===== src/rtl/fos_pkg.sv =====
// Shared types and helpers for the multi-channel first-order IIR section:
// FSM states, radix-4 Booth digit recoding, saturation and iteration count.
package fos_pkg;

   typedef enum logic [1:0] {
      ST_IDLE,
      ST_MUL,
      ST_DONE
   } state_t;

   // Wide enough for any sensible DW+CW+2 intermediate.
   localparam int SAT_W = 128;

   function automatic int niter(input int cw);
      return (cw + 1) / 2;
   endfunction

   // Bits are {q[2i+1], q[2i], q[2i-1]}; result is the digit in -2..+2.
   function automatic logic signed [2:0] booth_digit(input logic [2:0] g);
      logic signed [2:0] d;
      case (g)
         3'b001, 3'b010: d = 3'sb001;
         3'b011:         d = 3'sb010;
         3'b100:         d = 3'sb110;
         3'b101, 3'b110: d = 3'sb111;
         default:        d = 3'sb000;
      endcase
      return d;
   endfunction

   function automatic logic signed [SAT_W-1:0] sat_val(input logic signed [SAT_W-1:0] s,
                                                       input int dw);
      logic signed [SAT_W-1:0] hi;
      logic signed [SAT_W-1:0] lo;
      hi = (SAT_W'(1) << (dw - 1)) - SAT_W'(1);
      lo = ~hi;
      if (s > hi) return hi;
      if (s < lo) return lo;
      return s;
   endfunction

endpackage


===== src/rtl/booth_r4_seq.sv =====
// Iterative signed radix-4 Booth multiplier: one Booth digit per cycle,
// operands captured on start, product valid the edge after done.
module booth_r4_seq
   import fos_pkg::*;
#(
   parameter int DW = 32,
   parameter int CW = 11
) (
   input  logic                       clk,
   input  logic                       reset,
   input  logic                       start,
   input  logic signed [CW-1:0]       a_in,
   input  logic signed [DW-1:0]       b_in,
   output logic                       busy,
   output logic                       done,
   output logic signed [DW+CW+1:0]    prod
);

   localparam int AW    = DW + CW + 2;
   localparam int NITER = niter(CW);
   localparam int CNTW  = $clog2(NITER + 1);

   logic                  busy_q, busy_d;
   logic [CNTW-1:0]       cnt_q, cnt_d;
   logic [CW:0]           mplr_q, mplr_d;
   logic signed [AW-1:0]  mcand_q, mcand_d;
   logic signed [AW-1:0]  acc_q, acc_d;
   logic signed [2:0]     digit;
   logic signed [AW-1:0]  pp;
   logic                  last;

   always_comb begin
      digit = booth_digit(mplr_q[2:0]);
      case (digit)
         3'sb001: pp = mcand_q;
         3'sb010: pp = mcand_q <<< 1;
         3'sb111: pp = -mcand_q;
         3'sb110: pp = -(mcand_q <<< 1);
         default: pp = '0;
      endcase

      last    = busy_q && (cnt_q == CNTW'(NITER - 1));
      busy_d  = busy_q;
      cnt_d   = cnt_q;
      mplr_d  = mplr_q;
      mcand_d = mcand_q;
      acc_d   = acc_q;

      if (start) begin
         busy_d  = 1'b1;
         cnt_d   = '0;
         mplr_d  = {a_in, 1'b0};
         mcand_d = {{(AW - DW){b_in[DW-1]}}, b_in};
         acc_d   = '0;
      end else if (busy_q) begin
         // Multiplier shifts right by one digit, multiplicand left by one digit weight.
         acc_d   = acc_q + pp;
         mplr_d  = {{2{mplr_q[CW]}}, mplr_q[CW:2]};
         mcand_d = mcand_q <<< 2;
         cnt_d   = cnt_q + 1'b1;
         if (last) busy_d = 1'b0;
      end
   end

   always_ff @(posedge clk) begin
      if (!reset) begin
         busy_q <= 1'b0;
         cnt_q  <= '0;
      end else begin
         busy_q <= busy_d;
         cnt_q  <= cnt_d;
      end
   end

   always_ff @(posedge clk) begin
      mplr_q  <= mplr_d;
      mcand_q <= mcand_d;
      acc_q   <= acc_d;
   end

   assign busy = busy_q;
   assign done = last;
   assign prod = acc_q;

endmodule


===== src/rtl/fos_iir_mc.sv =====
// Time-multiplexed multi-channel first-order IIR: y = u - ((a1*y_prev) >>> FRAC),
// u = x[n-1] (delay mode) or x[n] (direct mode), result saturated to DW bits.
module fos_iir_mc
   import fos_pkg::*;
#(
   parameter int DW   = 32,
   parameter int CW   = 11,
   parameter int FRAC = 0,
   parameter int CH   = 4,
   parameter int CHW  = (CH > 1) ? $clog2(CH) : 1
) (
   input  logic                  clk,
   input  logic                  reset,
   input  logic                  in_valid,
   output logic                  in_ready,
   input  logic signed [DW-1:0]  x_in,
   input  logic [CHW-1:0]        ch_in,
   input  logic                  delay_en,
   input  logic                  coef_we,
   input  logic [CHW-1:0]        coef_ch,
   input  logic signed [CW-1:0]  coef_data,
   output logic                  out_valid,
   output logic signed [DW-1:0]  y_out,
   output logic [CHW-1:0]        ch_out
);

   localparam int AW = DW + CW + 2;

   state_t                state_q, state_d;
   logic [CHW-1:0]        ch_q, ch_d;
   logic                  dly_q, dly_d;
   logic signed [DW-1:0]  x_q, x_d;
   logic signed [DW-1:0]  xp_q, xp_d;

   logic signed [CW-1:0]  a1_q[CH], a1_d[CH];
   logic signed [DW-1:0]  yprev_q[CH], yprev_d[CH];
   logic signed [DW-1:0]  xprev_q[CH], xprev_d[CH];

   logic                  out_valid_q, out_valid_d;
   logic signed [DW-1:0]  y_out_q, y_out_d;
   logic [CHW-1:0]        ch_out_q, ch_out_d;

   logic                  ch_ok, cw_ok, accept, start;
   logic                  mul_busy, mul_done;
   logic signed [AW-1:0]  prod;
   logic signed [DW-1:0]  x_sel;
   logic signed [AW-1:0]  u_ext, p_shr, s_diff;
   logic signed [SAT_W-1:0] s_wide;
   logic signed [DW-1:0]  y_new;

   assign ch_ok    = {1'b0, ch_in}   < (CHW + 1)'(CH);
   assign cw_ok    = {1'b0, coef_ch} < (CHW + 1)'(CH);
   assign in_ready = reset && (state_q == ST_IDLE) && !mul_busy;
   assign accept   = in_valid && in_ready && ch_ok;
   assign start    = accept;

   // Coefficient and feedback state are captured by the multiplier at accept.
   booth_r4_seq #(.DW(DW), .CW(CW)) u_mul (
      .clk   (clk),
      .reset (reset),
      .start (start),
      .a_in  (a1_q[ch_in]),
      .b_in  (yprev_q[ch_in]),
      .busy  (mul_busy),
      .done  (mul_done),
      .prod  (prod)
   );

   always_comb begin
      x_sel  = dly_q ? xp_q : x_q;
      u_ext  = {{(AW - DW){x_sel[DW-1]}}, x_sel};
      p_shr  = prod >>> FRAC;
      s_diff = u_ext - p_shr;
      s_wide = s_diff;
      y_new  = DW'(sat_val(s_wide, DW));

      state_d     = state_q;
      ch_d        = ch_q;
      dly_d       = dly_q;
      x_d         = x_q;
      xp_d        = xp_q;
      a1_d        = a1_q;
      yprev_d     = yprev_q;
      xprev_d     = xprev_q;
      out_valid_d = 1'b0;
      y_out_d     = y_out_q;
      ch_out_d    = ch_out_q;

      case (state_q)
         ST_IDLE: begin
            if (accept) begin
               state_d = ST_MUL;
               ch_d    = ch_in;
               dly_d   = delay_en;
               x_d     = x_in;
               xp_d    = xprev_q[ch_in];
            end
         end
         ST_MUL: begin
            if (mul_done) state_d = ST_DONE;
         end
         ST_DONE: begin
            out_valid_d    = 1'b1;
            y_out_d        = y_new;
            ch_out_d       = ch_q;
            yprev_d[ch_q]  = y_new;
            xprev_d[ch_q]  = x_q;
            state_d        = ST_IDLE;
         end
         default: state_d = ST_IDLE;
      endcase

      if (coef_we && cw_ok) a1_d[coef_ch] = coef_data;
   end

   always_ff @(posedge clk) begin
      if (!reset) begin
         state_q     <= ST_IDLE;
         out_valid_q <= 1'b0;
         y_out_q     <= '0;
         ch_out_q    <= '0;
         for (int i = 0; i < CH; i++) begin
            a1_q[i]    <= '0;
            yprev_q[i] <= '0;
            xprev_q[i] <= '0;
         end
      end else begin
         state_q     <= state_d;
         out_valid_q <= out_valid_d;
         y_out_q     <= y_out_d;
         ch_out_q    <= ch_out_d;
         a1_q        <= a1_d;
         yprev_q     <= yprev_d;
         xprev_q     <= xprev_d;
      end
   end

   always_ff @(posedge clk) begin
      ch_q  <= ch_d;
      dly_q <= dly_d;
      x_q   <= x_d;
      xp_q  <= xp_d;
   end

   assign out_valid = out_valid_q;
   assign y_out     = y_out_q;
   assign ch_out    = ch_out_q;

endmodule


===== config.mk =====
export PLATFORM = sky130hd
export DESIGN_NAME = fos_iir_mc
export DESIGN_NICKNAME = d
export VERILOG_FILES = /design/src/rtl/fos_pkg.sv /design/src/rtl/booth_r4_seq.sv /design/src/rtl/fos_iir_mc.sv
export SDC_FILE = /design/constraint.sdc
export NUM_CORES = 1
export LEC_CHECK = 0
export CAP_MARGIN = 20
export CORE_MARGIN = 8
export CORE_UTILIZATION = 55
export DETAILED_ROUTE_END_ITERATION = 6
export PLACE_DENSITY = 0.75
export RECOVER_POWER = 50
export SYNTH_ARGS = -nofsm -noshare
export SYNTH_HDL_FRONTEND = slang
export SYNTH_SLANG_ARGS = --single-unit

===== constraint.sdc =====
create_clock -name clk -period 5.41 [get_ports clk]
set_input_delay 1.082 -clock clk [delete_from_list [all_inputs] [get_ports clk]]
set_output_delay 1.082 -clock clk [all_outputs]
set_load 0.1 [all_outputs]

==> run_1/layers.png <==
Drawn at 1 px/um. Two of the layers only.
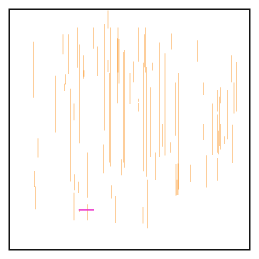
legend:
  M4:
    colour: orange
    wire_length: 3130 um
  M5:
    colour: magenta
    wire_length: 13.8 um

==> run_1/m4.png <==
Drawn at 1.5 px/um.
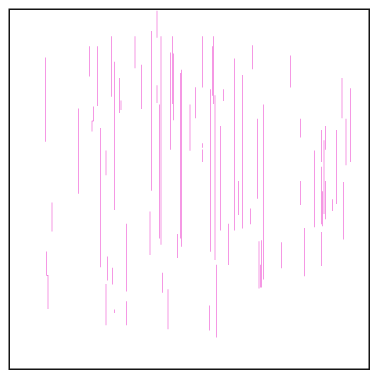
main direction: vertical
nets with wire on the layer: 56
longest straight run: 139 um
share of all routed wire: 3.9%

==> run_1/gates.png <==
Drawn at 1.5 px/um.
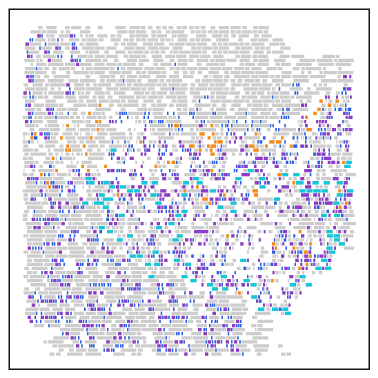
legend:
  and/or cells:
    colour: orange
    cells: 82
  nand cells:
    colour: blue
    cells: 653
  fa/ha/maj cells:
    colour: cyan
    cells: 93
  aoi and oai cells:
    colour: purple
    cells: 538

==> run_1/clock_nets.png <==
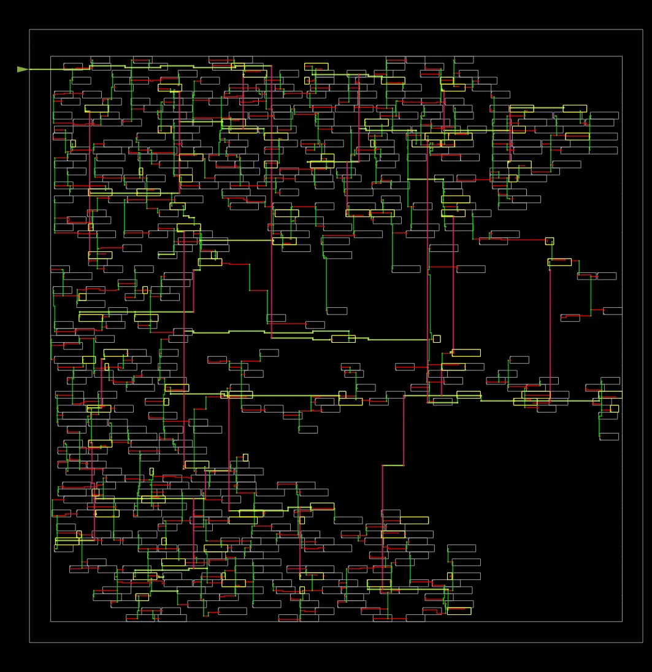
Worst Skew: 0.0557 ns
clk pwr: 3.86 mW
clock buffers: 69
flop count: 510
Clock Latency Late Sink: 0.64 ns

[run 1: area by class of cell]
cell class	count	area share
multi-input combinational	2089	0.471
sequential	510	0.358
timing repair buffer	285	0.0771
clock buffer	69	0.0479
tap	664	0.0260
clock inverter	29	0.0111
inverter	73	0.00862
antenna	1	0.0000784
[run 1: power breakdown]
part / switching, mW / internal (mW)
sequential: 0.181 / 4.13
clock: 1.61 / 2.25
combinational: 3.27 / 2.04
total: 5.06 / 8.43
[run 1: through the flow]
stage | setup TNS (ns) | hold WS, ns | std cells
2_1_floorplan | 0 | 0.440 | 2883
3_3_place_gp | -0.145 | 0.448 | 3604
3_5_place_dp | -0.412 | 0.457 | 3604
4_1_cts | 0 | 0.465 | 3703
5_1_grt | -0.159 | 0.480 | 3719
6_report | 0 | 0.462 | 3720
==> notes.md, run 1 <==
yosys + openroad results -> critical path's top delay family=AND-OR/OR-AND gates, R2R Path End=u_mul.prod[44]$_SDFFE_PP0P_, dominant kind of combinational cell=AND-OR/OR-AND gates, Crit. Startpoint=u_mul.mcand_q[7]$_DFFE_PP_, CP most frequent cell=or3_4, Synth Warn #=0, asr flop ratio synth=0, Syn Nets=3028, Final setup viols=0, DRC=0, post-route ant nets=0, MaxCap Viol Count=8, Slew Viols, Final=386, worst-margin pin slew=3.63 ns, hold path start=a1_q[20]$_SDFFE_PN0P_, met1 usage=0.355, FF-to-FF path depth=20, most frequent cell after synthesis=nand2_1, FP Util=0.557, Worst slew margin=-1.42, CP endpoint kind=flip-flop, cycle use final=0.978, status=finished with violations, global-route wire length before repair=125000 um, Hold Path Class=flip-flop to flip-flop, Post-synth top cells=nand2_1 (594), dfxtp_1 (387), clkbuf_1 (171), a21boi_0 (163), a221o_1 (156), CTS tree=built, Tool Warnings=34, gr ovfl total=0, crit path DAT=5.78 ns, initial antenna violation count=2, failing checks=max-capacitance violations, max-slew violations, busiest metal layer after global routing=met2, core area=49100 um2, flip-flop and latch area=11400 um2, final setup margin=0.117 ns, grt met2 use=0.461, fill count=3985, Most common reg cell=dfxtp_1, average size of a mapped cell=9.48 um2, met3 Track Usage GR=0.0331, HPWL after DPL=56100 um
==> run_1/pinout.png <==
Drawn at 1.5 px/um. Pins as bars across the die edge, other pins in grey.
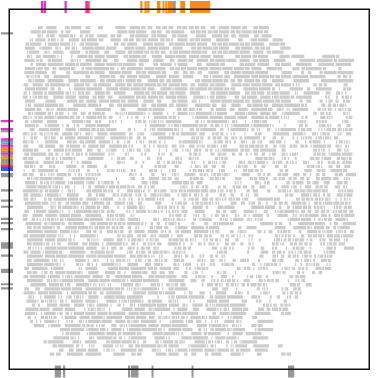

## Run 2: what changed since run 1
--- a/config.mk
+++ b/config.mk
@@ -5,7 +5,7 @@
 export SDC_FILE = /design/constraint.sdc
 export NUM_CORES = 1
 export LEC_CHECK = 0
-export CAP_MARGIN = 20
+export CAP_MARGIN = 40
 export CORE_MARGIN = 8
 export CORE_UTILIZATION = 55
 export DETAILED_ROUTE_END_ITERATION = 6
==> run_2/pinout.png <==
Drawn at 1.5 px/um. Pins as bars across the die edge, other pins in grey.
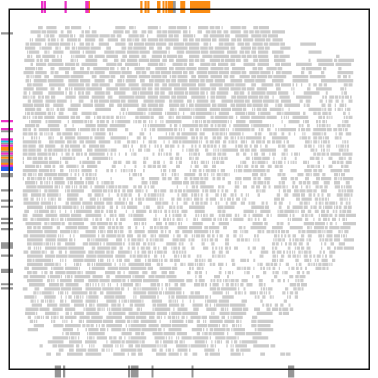
legend:
  out_valid:
    colour: cyan
    pins: 1
    direction: output
    edge: left
  coef_data:
    colour: magenta
    pins: 11
    direction: input
    edge: 6 left, 5 top
  y_out:
    colour: orange
    pins: 32
    direction: output
    edge: 28 top, 4 left
  ch_in:
    colour: blue
    pins: 2
    direction: input
    edge: left

==> notes.md, run 2 <==
yosys + openroad results -> status=finished with violations, failing checks=max-capacitance violations, max-slew violations, Top pwr grp=combinational logic, Total Wirelength=83100 um, final setup margin=0.0648 ns, pwr dens=416 nW/um2, most frequent cell after synthesis=nand2_1, met3 Track Usage GR=0.0363, cycle use final=0.988, Place WS=-0.128 ns, asr flop ratio synth=0, Most common reg cell=dfxtp_1, FF-to-FF path depth=21, Placement Cell Area=30500 um2, FP Util=0.557, global-route wire length before repair=129000 um, CP endpoint kind=flip-flop, Flop pwr share=0.320, final-stage net count=3198, MaxCap Viol Count=7, most frequent cells in the layout=nand2_1 (592), dfxtp_1 (386), buf_4 (186), core area=49100 um2, Synth cell types=77, dpl cells=3649, DR WL/cell=22.1 um, Comb power frac=0.399, clk pwr=3.80 mW, cell depth of the worst hold path=2, crit start category=flip-flop, Total Power=13.5 mW, average size of a mapped cell=9.48 um2, RR Startpoint=u_mul.mcand_q[7]$_DFFE_PP_, busiest metal layer after global routing=met2, Post-Layout Cell Count=3762, CTS tree=built, setup TNS=0 ns, Tool Warnings=32, Crit. Startpoint=u_mul.mcand_q[7]$_DFFE_PP_, f_max=187 MHz, Hold Vio Cnt, Final=0, RSZ-0062 raised after global routing=yes, DRC=0, Syn Nets=3028, power in sequential cells=4.32 mW, Worst slew margin=-1.34, clock-pin slew on the worst setup and hold paths=0.06 ns, comb pwr=5.38 mW, Worst Skew=0.0499 ns, Synth Warn #=0, gr ovfl total=0, Hold Path Class=flip-flop to flip-flop, Sw Ratio=0.378, Ant. Diodes=0, Routability Congestion=0.989, worst path buffer plus inverter count=2, hold path start=xprev_q[80]$_SDFFE_PN0P_, Post-synth top cells=nand2_1 (594), dfxtp_1 (387), clkbuf_1 (171), a21boi_0 (163), a221o_1 (156), Util after Layout=0.661, worst-margin pin slew=3.51 ns, GR Util All Layers=0.282, critical path's top delay family=simple AND/OR/NAND/NOR gates, clk buf depth=3, Pint=8.40 mW, power share of the clock group=0.282, crit path DAT=5.75 ns, sw power=5.10 mW, HPWL after DPL=57700 um, Worst VDD drop=325 uV, met1 usage=0.356, initial antenna violation count=0, grt met2 use=0.481, R2R Path End=u_mul.prod[37]$_SDFFE_PP0P_, crit path kind=flip-flop to flip-flop, DR iter-0 viols=2005, Slew Viols, Final=351, fin crit period=5.35 ns, post-route ant nets=0, Clock Latency Late Sink=0.64 ns, Largest stage delay, worst path=0.57 ns, hold slack=0.463 ns, Final setup viols=0, layout cells sized above 1=0.157
-- run 2: layout make-up --
type / count / area (um2)
Fill cell: 3906 / 16600
Multi-Input combinational cell: 2088 / 15000
Sequential cell: 510 / 11400
Timing Repair Buffer: 327 / 3050
Clock buffer: 66 / 1430
Tap cell: 664 / 831
Clock inverter: 34 / 387
Inverter: 73 / 275
-- run 2: per-layer routing --
| metal | routed length (um) | part of all wire |
|---|---|---|
| met1 | 33800 | 0.41 |
| met2 | 40700 | 0.49 |
| met3 | 5210 | 0.063 |
| met4 | 3380 | 0.041 |
| met5 | 0 | 0 |
-- run 2: cell families after synthesis --
kind of cell,share of synthesized area
flip-flops,0.419
AND-OR/OR-AND,0.214
adder cells (fa/ha/maj),0.0431
buffers and inverters,0.0415
AND/OR/NAND/NOR,0.149
multiplexers,0.0876
XOR/XNOR,0.0460
Power and IR drop assume default switching activity.
